File: config.mk
export PLATFORM = sky130hd
export DESIGN_NAME = int_ctrl
export DESIGN_NICKNAME = d
export VERILOG_FILES = /design/src/rtl/int_ctrl.sv
export SDC_FILE = /design/constraint.sdc
export NUM_CORES = 1
export LEC_CHECK = 0
export ABC_AREA = 1
export ABC_CLOCK_PERIOD_IN_PS = 1300
export CORE_ASPECT_RATIO = 1.5
export CORE_MARGIN = 3
export CORE_UTILIZATION = 38
export DETAILED_ROUTE_END_ITERATION = 8
export GPL_TIMING_DRIVEN = 0
export PLACE_DENSITY = 0.77
export RECOVER_POWER = 100
export SETUP_SLACK_MARGIN = 0.02
export SLEW_MARGIN = 15
export SYNTH_ARGS = -nofsm -noshare
export SYNTH_HDL_FRONTEND = slang
export SYNTH_SLANG_ARGS = --single-unit
File: constraint.sdc
create_clock -name clock -period 1.3 [get_ports clock]
set_clock_uncertainty 0.2 [all_clocks]
set_input_delay 0.26 -clock clock [delete_from_list [all_inputs] [get_ports clock]]
set_output_delay 0.26 -clock clock [all_outputs]
set_load 0.05 [all_outputs]
File: src/rtl/int_ctrl.sv
// Prioritised interrupt controller: edge/level channels, fixed-stride vectors, IDLE/REQ/SVC FSM.
// Optional nested preemption is enabled by defining INT_NEST_EN.
module int_ctrl #(
    parameter int unsigned N_CH        = 4,
    parameter int unsigned VEC_W       = 8,
    parameter logic [VEC_W-1:0] VEC_BASE   = 'h80,
    parameter logic [VEC_W-1:0] VEC_STRIDE = 'h10,
    parameter int unsigned NEST_DEPTH  = 2
) (
    input  logic             clock,
    input  logic             reset,
    input  logic [N_CH-1:0]  irq,
    input  logic [N_CH-1:0]  irq_edge,
    input  logic [N_CH-1:0]  int_mask,
    input  logic             glb_en,
    input  logic             int_ack,
    input  logic             int_ret,
    output logic             int_req,
    output logic [VEC_W-1:0] int_vec,
    output logic [2:0]       active_ch,
    output logic             busy,
    output logic [N_CH-1:0]  pending
);

    typedef enum logic [1:0] {IDLE, REQ, SVC} state_t;

    state_t           state_q, state_d;
    logic [N_CH-1:0]  irq_q;
    logic [N_CH-1:0]  pend_q, pend_d;
    logic [N_CH-1:0]  pend_view;
    logic [N_CH-1:0]  elig;
    logic [7:0]       elig8;
    logic [7:0]       ack_oh;
    logic [N_CH-1:0]  clr;
    logic             any_elig;
    logic [2:0]       sel_c, sel_q;
    logic [VEC_W-1:0] int_vec_q;
    logic [2:0]       active_q;
    logic             busy_q;
    logic             take_ack;
    logic             do_ret;
    logic             load_sel;
    logic             preempt;

`ifdef INT_NEST_EN
    localparam int unsigned DW = $clog2(NEST_DEPTH + 1);
    logic [NEST_DEPTH-1:0][2:0] stack_q;
    logic [DW-1:0]              depth_q;
    logic                       nested;
    assign nested  = (depth_q != '0);
    assign preempt = any_elig && (sel_c < active_q) && (depth_q < DW'(NEST_DEPTH));
`else
    logic nested;
    assign nested  = 1'b0;
    assign preempt = 1'b0;
`endif

    // Level channels mirror irq_q directly; only edge channels hold a sticky bit.
    assign pend_view = (pend_q & irq_edge) | (irq_q & ~irq_edge);
    assign elig      = pend_view & int_mask & {N_CH{glb_en}};
    assign elig8     = 8'(elig);
    assign any_elig  = |elig;
    assign ack_oh    = 8'd1 << sel_q;

    always_comb begin
        sel_c = 3'd0;
        for (int i = N_CH - 1; i >= 0; i--) begin
            if (elig[i]) sel_c = 3'(i);
        end
    end

    assign take_ack = (state_q == REQ) && int_ack;
    assign do_ret   = (state_q == SVC) && int_ret;
    assign load_sel = ((state_q == IDLE) && any_elig) ||
                      ((state_q == SVC) && !int_ret && preempt);

    assign clr    = take_ack ? ack_oh[N_CH-1:0] : '0;
    // A new edge in the ack cycle must survive the clear.
    assign pend_d = ((pend_q & ~clr) | (irq & ~irq_q)) & irq_edge;

    always_ff @(posedge clock) begin
        if (reset) state_q <= IDLE;
        else       state_q <= state_d;
    end

    always_comb begin
        state_d = state_q;
        unique case (state_q)
            IDLE: if (any_elig) state_d = REQ;
            REQ: begin
                if (int_ack)             state_d = SVC;
                else if (!elig8[sel_q])  state_d = busy_q ? SVC : IDLE;
            end
            SVC: begin
                if (int_ret)      state_d = nested ? SVC : IDLE;
                else if (preempt) state_d = REQ;
            end
            default: state_d = IDLE;
        endcase
    end

    always_comb begin
        int_req   = (state_q == REQ);
        int_vec   = int_vec_q;
        active_ch = active_q;
        busy      = busy_q;
        pending   = pend_view;
    end

    always_ff @(posedge clock) begin
        if (reset) begin
            irq_q     <= '0;
            pend_q    <= '0;
            sel_q     <= 3'd0;
            int_vec_q <= '0;
            active_q  <= 3'd0;
            busy_q    <= 1'b0;
        end else begin
            irq_q  <= irq;
            pend_q <= pend_d;
            if (load_sel) begin
                sel_q     <= sel_c;
                int_vec_q <= VEC_BASE + VEC_W'(sel_c) * VEC_STRIDE;
            end
            if (take_ack) begin
                active_q <= sel_q;
                busy_q   <= 1'b1;
            end else if (do_ret) begin
`ifdef INT_NEST_EN
                if (nested) active_q <= stack_q[0];
                else        busy_q   <= 1'b0;
`else
                busy_q <= 1'b0;
`endif
            end
        end
    end

`ifdef INT_NEST_EN
    // Shift-register stack: entry 0 is the most recently preempted channel.
    always_ff @(posedge clock) begin
        if (reset) begin
            stack_q <= '0;
            depth_q <= '0;
        end else if (take_ack && busy_q) begin
            for (int i = NEST_DEPTH - 1; i >= 1; i--) stack_q[i] <= stack_q[i-1];
            stack_q[0] <= active_q;
            depth_q    <= depth_q + DW'(1);
        end else if (do_ret && nested) begin
            for (int i = 0; i < NEST_DEPTH - 1; i++) stack_q[i] <= stack_q[i+1];
            stack_q[NEST_DEPTH-1] <= 3'd0;
            depth_q               <= depth_q - DW'(1);
        end
    end
`endif

endmodule

==> flow_summary.yaml <==
# physical design summary
outcome:
  status: "complete, but fails checks"
  violations: "negative setup slack"
finish:
  n_antenna_cell: 0
  register_area_um2: 347
  stdcell_area_um2: 1570
  fill_cells: 170
  fin_util_pct: 73.9
  syn_to_final_growth_pct: 77.0
clocking:
  cts_tree: "done"
  clock.latency.late_pin_ns: 0.29
  cts_max_path_buffers: 2
  cts.hold.buffers_added: 0
  cts_made_buffers: 3
detailed_routing:
  dr.pass1.iters: 5
  drt_iter0_drc: 21
  dr_wl_met2_mm: 1.34
  vias: 967
  highest_layer: "met4"
  wirelength_mm: 2.47
  drc: 0
die:
  fp_util_pct: 41.8
  ios: 34
  row_count: 20
  die_area_um2: 2970
logic_synthesis:
  edf_count: 0
  yosys-top-cells-count: "nand2_1 (18), dfxtp_1 (16), nor2_1 (15)"
  netlist_instances: 124
  yosys-stat-area_um2: 888
  aoi_share_pct: 14.2
  synth_area_um2: 888
  ys_cells: 124
  top_area_cell: "dfxtp_1"
  synth.most_common_cell: "nand2_1"
  yosys_warnings: 0
  ys_sh_mux_pct: 0
  avgSynthCellArea_um2: 7.16
  async_reset_ff_share_pct: 0
  simple_gate_share_pct: 36.2
  yosys.area_share.adder_pct: 0
grt:
  grt_pass1_wl_mm: 4.11
  use_met1_pct: 19.9
  grt_overflow: 0
  grt_util_met3_pct: 2.19
  antenna_found_initial: 0
  busiest_layer: "met2"
job:
  maxCapViolations: 0
  warnings: 29
power_and_ir_drop:
  swShare_pct: 37.6
  seqPwrFrac_pct: 40.9
  power.internal_mw: 0.874
  power.density_nw_per_um2: 891
  power_leader: "sequential cells"
  p_leak_nw: 0.805
  power.switching_mw: 0.527
  p_clk_share_pct: 20.1
timing:
  period_needed_ns: 1.43
  period_used_pct: 110
  finalWorstSetupSlack_ns: -0.127
  setup_violations: 13
  fmax_ghz: 0.701
  finalHoldViolCount: 0
worst_setup_path:
  cpMaxStageDelayCell: "dfxtp_2"
  rr_startpoint: "state_q[0]$_SDFFE_PP0P_"
  start_kind: "register"
  crit_path_start: "state_q[0]$_SDFFE_PP0P_"
  required_ns: 0.84
  critPathMaxStageDelay_ns: 0.37
  worstReg2RegEnd: "pend_q[0]$_SDFF_PP0_"
  path_delay_family: "flip-flops"
  critPathCaptureType: "output port"
  cp_data_arrival_time_ns: 0.97
worst_hold_path:
  hold_path_depth: 3
  min_from: "irq_edge[3]"
  hold_class: "in2reg"
  hold_path_end: "pend_q[3]$_SDFF_PP0_"
placement:
  placed_area_um2: 1280
  place_hpwl_mm: 1.69
  portBuffers: 27
-- stage by stage --
step	std cells	worst slack, ns	hold WS (ns)
final	195	-0.127	0.147
after global routing	195	-0.169	0.174
after CTS	189	-0.115	0.157
after detailed placement	178	-0.947	0.243
after global placement	178	-0.922	0.239
after floorplan	129	-0.103	0.176
-- final cells by class --
cell class                      count  share of cell area (%)
Multi-Input combinational cell     88                    39.8
Clock buffer                        3                    1.43
Timing Repair Buffer               40                    26.8
Clock inverter                      1                   0.239
Inverter                           18                    4.61
Buffer                              7                    3.34
Tap cell                           22                    1.75
Sequential cell                    16                    22.0
-- flip-flops by register name (all words and copies together), names as in the netlist --
name / flops
active_ch: 2
busy: 1
int_vec: 2
irq_q: 4
pend_q: 4
sel_q: 1
state_q: 2
**The metal 1 layer**

Scale: 6 px per µm.
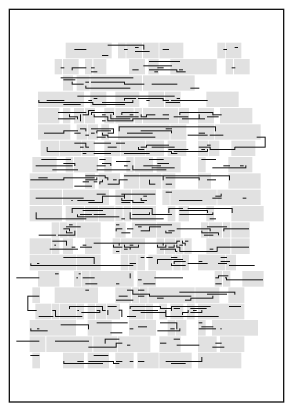
The layer carries 933 µm of wire. 164 nets have wire on it.

**Signal wires on met2**

Scale: 8 px per µm.
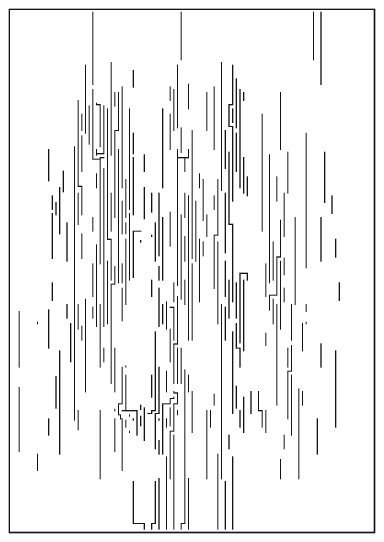
The wires run mostly vertical. The layer holds 54% of the routed length. The layer carries 1,340 µm of wire. The longest straight run is 34.2 µm.

**The metal 3 layer**

Scale: 4 px per µm.
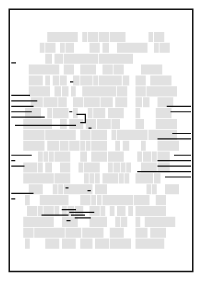
The longest straight run is 14.9 µm. The layer carries 151 µm of wire. 29 nets have wire on it. The wires run mostly horizontal.

